### config.mk
export PLATFORM = sky130hd
export DESIGN_NAME = settle_timer
export DESIGN_NICKNAME = d
export VERILOG_FILES = /design/src/rtl/gate_truth_table_checker_settle_timer.sv
export SDC_FILE = /design/constraint.sdc
export NUM_CORES = 1
export LEC_CHECK = 0
export CAP_MARGIN = 30
export CORE_AREA = 8 8 45 47
export CTS_CLUSTER_DIAMETER = 120
export DETAILED_ROUTE_END_ITERATION = 10
export DIE_AREA = 0 0 53 55
export PLACE_DENSITY_LB_ADDON = 0.15
export SETUP_SLACK_MARGIN = 0.05
export SLEW_MARGIN = 20
export SYNTH_ARGS = -nofsm -noshare
export SYNTH_HDL_FRONTEND = slang
export SYNTH_SLANG_ARGS = --single-unit
### constraint.sdc
create_clock -name clk -period 1.25 [get_ports clk]
set_clock_uncertainty 0.15 [all_clocks]
set_input_delay 0.125 -clock clk [delete_from_list [all_inputs] [get_ports clk]]
set_output_delay 0.125 -clock clk [all_outputs]
set_load 0.02 [all_outputs]
### src/rtl/gate_truth_table_checker_settle_timer.sv
// Settle-window timer: counts SETTLE cycles and flags the last one.
module settle_timer #(
    parameter int SETTLE_CYCLES = 2
) (
    input  logic clk,
    input  logic rst_n,
    input  logic load,
    input  logic enable,
    output logic tc
);

    localparam int W = (SETTLE_CYCLES > 1) ? $clog2(SETTLE_CYCLES + 1) : 1;
    localparam logic [W-1:0] LAST_CNT = W'(SETTLE_CYCLES - 1);

    logic [W-1:0] r_count;

    // Count settle cycles; load restarts the window at zero
    always_ff @(posedge clk) begin
        if (!rst_n) begin
            r_count <= '0;
        end else if (load) begin
            r_count <= '0;
        end else if (enable) begin
            r_count <= r_count + W'(1);
        end
    end

    // Terminal count is seen during the final settle cycle of the window
    assign tc = enable && (r_count == LAST_CNT);

endmodule

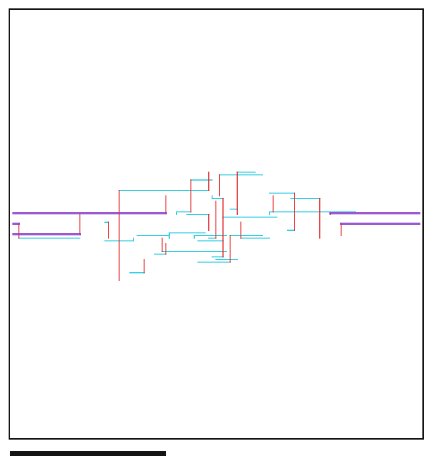
wires.png
Bar = 20 um.
Key: purple = metal 3 [wire length 50.2 um]; cyan = metal 1 [wire length 114 um]; red = metal 2 [wire length 72.9 um]
via count: 100
final WL: 236 um
gr usage total: 2.07%
routed len/inst: 6.56 um

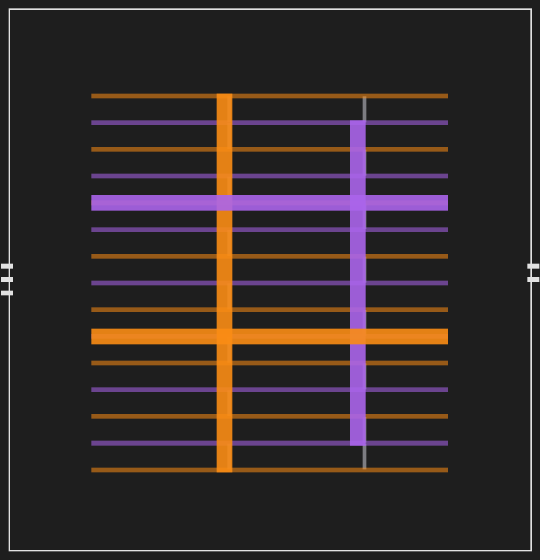
power_grid.png
Pins as bars on the die edge. Tap cells in gray.
Key: orange = VSS; purple = VDD
15 met1 rails follow the rows. 5 signal pins sit on the boundary. 2 straps on met4. 2 straps on met5. The core has 14 rows.
core area: 1380 um^2
worst vdd ir: 0.304 mV
die width: 53 um
die y size: 55 um

==> flow_summary.yaml <==
# physical design summary
layout:
  fin_area_um2: 223
  antennaDiodeCount: 0
  reg_top3: "r_count (2)"
  nets: 27
  fin_util_pct: 16.1
  largest_register_ffs: 2
  drive_above_1_share_pct: 60.0
  top_register: "r_count"
  syn_to_final_growth_pct: 123
clock_tree:
  cts_root_buf: "clkbuf_4"
  cts.sinks: 2
  ctsHtreeMaxLevel: 1
  cts_made_buffers: 3
  clkTransAtPathRegs_ns: 0.03
  tritoncts: "done"
  hold_buffers: 0
  clk_path_buf_depth: 2
synthesis:
  yosysUniqueCellTypes: 8
  synth_seq_share_pct: 40.0
  synth-edff-count: 0
  synth-compound-area-share_pct: 7.50
  synth_top_cell_by_area: "dfxtp_1"
  topCombFamilyByArea: "simple AND/OR/NAND/NOR gates"
  yosys-top-cells-count: "dfxtp_1 (2), nor2_1 (2)"
  synthesis.nets: 15
  syn-cell-area_um2: 100
  async_flop_share_pct: 0
  muxShareOfSynthArea_pct: 0
  yosys_most_used_dff: "dfxtp_1"
  numSynthFlops: 2
  synth-simple-area-share_pct: 27.5
  syn_inst: 10
  yosysWarnings: 0
  top_cells_by_area: "dfxtp_1 (40%), nand2b_4 (14%), ha_1 (13%)"
  synth_area_per_cell_um2: 10.0
  synth_top_area_share_pct: 40.0
  synth-xor-area-share_pct: 8.75
  yosys.area_share.adder_pct: 12.5
  ys_chip_area_um2: 100
  ys_cells: 10
placed_design:
  dpl_cell_area_um2: 175
  io_buffers: 4
  gp_congestion: 0.555
  dp_hpwl_um: 166
timing:
  setup_tns_ns: 0
  fin_hold_ws_ns: 0.362
  period_needed_ns: 1.24
  fin_crit_sh_pct: 99.4
  slew_headroom_pct: 88.8
  slew_violations: 0
  clock.fmax_mhz: 805
  rsz0062_at_grt: "yes"
  setup_viol_count_final: 0
  tightest_slew_ns: 0.167
  hold_viol_final: 0
grt:
  grt-ovfl-total: 0
  antenna_found_initial: 0
  grt_max_degree: 4
  grt_pass1_vias: 112
  grt_pass1_wl_um: 365
detailed_routing:
  drt_first_pass_iters: 2
  drt-initial-drc-count: 1
  via_per_inst: 2.78
  detail-route-antenna-nets: 0
  drc: 0
flow_run:
  maxCapViolCount: 0
  warnings: 28
status:
  outcome: "completed"
floorplanning:
  core.rowCount: 14
  chip_area_um2: 2920
  fp_util_pct: 7.23
  ios: 5
critical_path:
  cp.required_ns: 0.98
  cp_max_fo: 2
  criticalPathCategory: "register to output port"
  crit_start: "r_count[1]"
  crit_end: "tc"
  startpoint_type: "register"
  reg2regPathDepth: 2
  worst_setup_path_end_kind: "output port"
  r2r_slack_ns: 0.22
  r2r-start: "r_count[0]"
  cp.arrival_ns: 0.97
  r2r_end: "r_count[1]"
power:
  powerDensity_nw_per_um2: 1110
  p_leak_nw: 0.0914
min_path:
  hold_class: "input port to register"
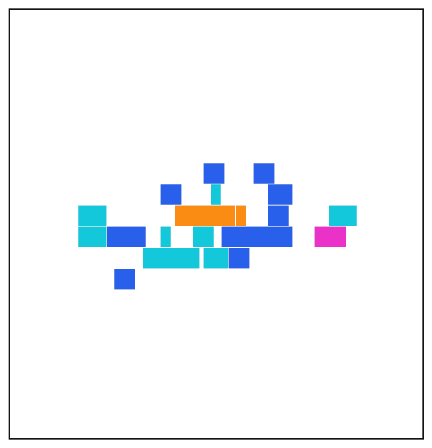
sizes.png
Key: cyan = _0 and _1 cells [cells 8]; blue = _3 and _4 cells [cells 9]; orange = _2 cells [cells 2]; magenta = _6 and larger [cells 1]

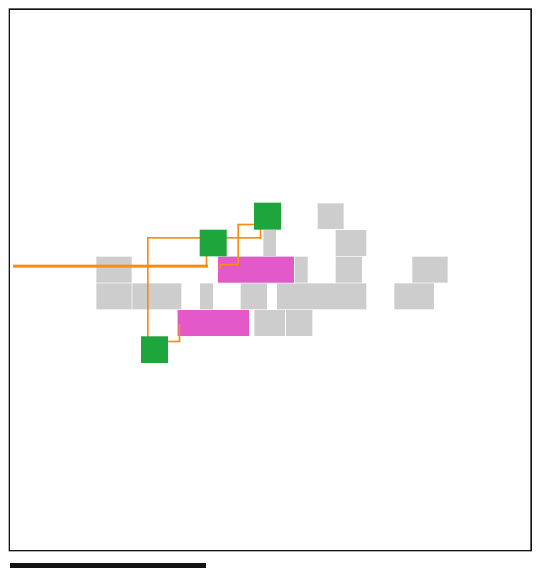
clk_routes.png
Bar = 20 um.
Key: magenta = flip-flops [count 2]; orange = clock wires [length 59.8 um]; green = clock drivers [count 3]
There are 4 routed clock nets.
Clock power frac: 56.3%
P_clk: 139 uW
clk latency late pin: 0.22 ns

==> cells in the final DEF, fill, tap and decap left out <==
cell type / synthesis / routed
dfxtp_2: 0 / 1
nor2_1: 2 / 2
clkdlybuf4s50_1: 0 / 3
buf_6: 0 / 1
ha_4: 0 / 1
dfxtp_1: 2 / 1
and2_4: 0 / 1
inv_2: 0 / 1
a211oi_1: 1 / 1
buf_4: 0 / 3
xnor2_1: 1 / 1
clkbuf_4: 0 / 3
nand2b_4: 1 / 1
==> worst max-delay path, stage by stage, from the launching register on <==
cell and delay [ns]:
dfxtp_2 0.32, inv_2 0.04, ha_4 0.14, and2_4 0.13, buf_6 0.12
==> final cells by class <==
| cell class | instances | area [um^2] |
|---|---|---|
| timing repair buffer | 7 | 63.8 |
| clock buffer | 3 | 22.5 |
| tap | 16 | 20.0 |
| sequential | 2 | 41.3 |
| inverter | 1 | 3.75 |
| multi-input combinational | 7 | 71.3 |
| fill | 156 | 1160 |
==> per-layer routing <==
metal  global-route usage (%)  wire [um]  share of wire (%)
met4                     2.59          0                  0
met3                     2.94         50                 21
met5                        0          0                  0
met1                     1.82        113                 48
met2                     1.76         72                 31
==> cell families (layout without fill, tap and decap cells) <==
family                   after synthesis  in the layout
adder cells (fa/ha/maj)                1              1
flip-flops                             2              2
buffers and inverters                  1             11
XOR/XNOR                               1              1
AND/OR/NAND/NOR                        4              4
AND-OR/OR-AND                          1              1
==> per-stage QoR <==
| step | cells | total power [mW] | setup WS [ns] |
|---|---|---|---|
| after floorplan | 10 | 0.0822 | 0.224 |
| after global placement | 32 | 0.102 | -0.339 |
| after detailed placement | 32 | 0.102 | -0.348 |
| after CTS | 35 | 0.255 | -0.000302 |
| after global routing | 36 | 0.266 | -0.0260 |
| final | 36 | 0.247 | 0.00709 |
==> report_power, final <==
part | leakage, nW | internal (mW) | switching, mW
Clock | 0.0138 | 0.106 | 0.0332
Sequential | 0.0168 | 0.0677 | 0.00260
Combinational | 0.0608 | 0.0253 | 0.0123
Total | 0.0914 | 0.199 | 0.0481
==> how the worst min path moves through the flow <==
stage / start / end / slack (ns) / cells past startpoint
after floorplan: enable / r_count[1] / 0.07 / 1
after global routing: rst_n / r_count[0] / 0.37 / 3
after CTS: r_count[1] / r_count[1] / 0.36 / 2
after detailed placement: r_count[1] / r_count[1] / 0.35 / 2
after global placement: r_count[1] / r_count[1] / 0.33 / 2
final: rst_n / r_count[1] / 0.36 / 3
==> timing repair <==
| item | 4_1_cts | 5_1_grt |
|---|---|---|
| pin swaps | 1 | 0 |
| gates resized | 11 | 0 |
| setup endpoints to repair | 1 | 1 |
| buffers inserted | 0 | 1 |
Power is estimated from default activity; no workload was simulated.
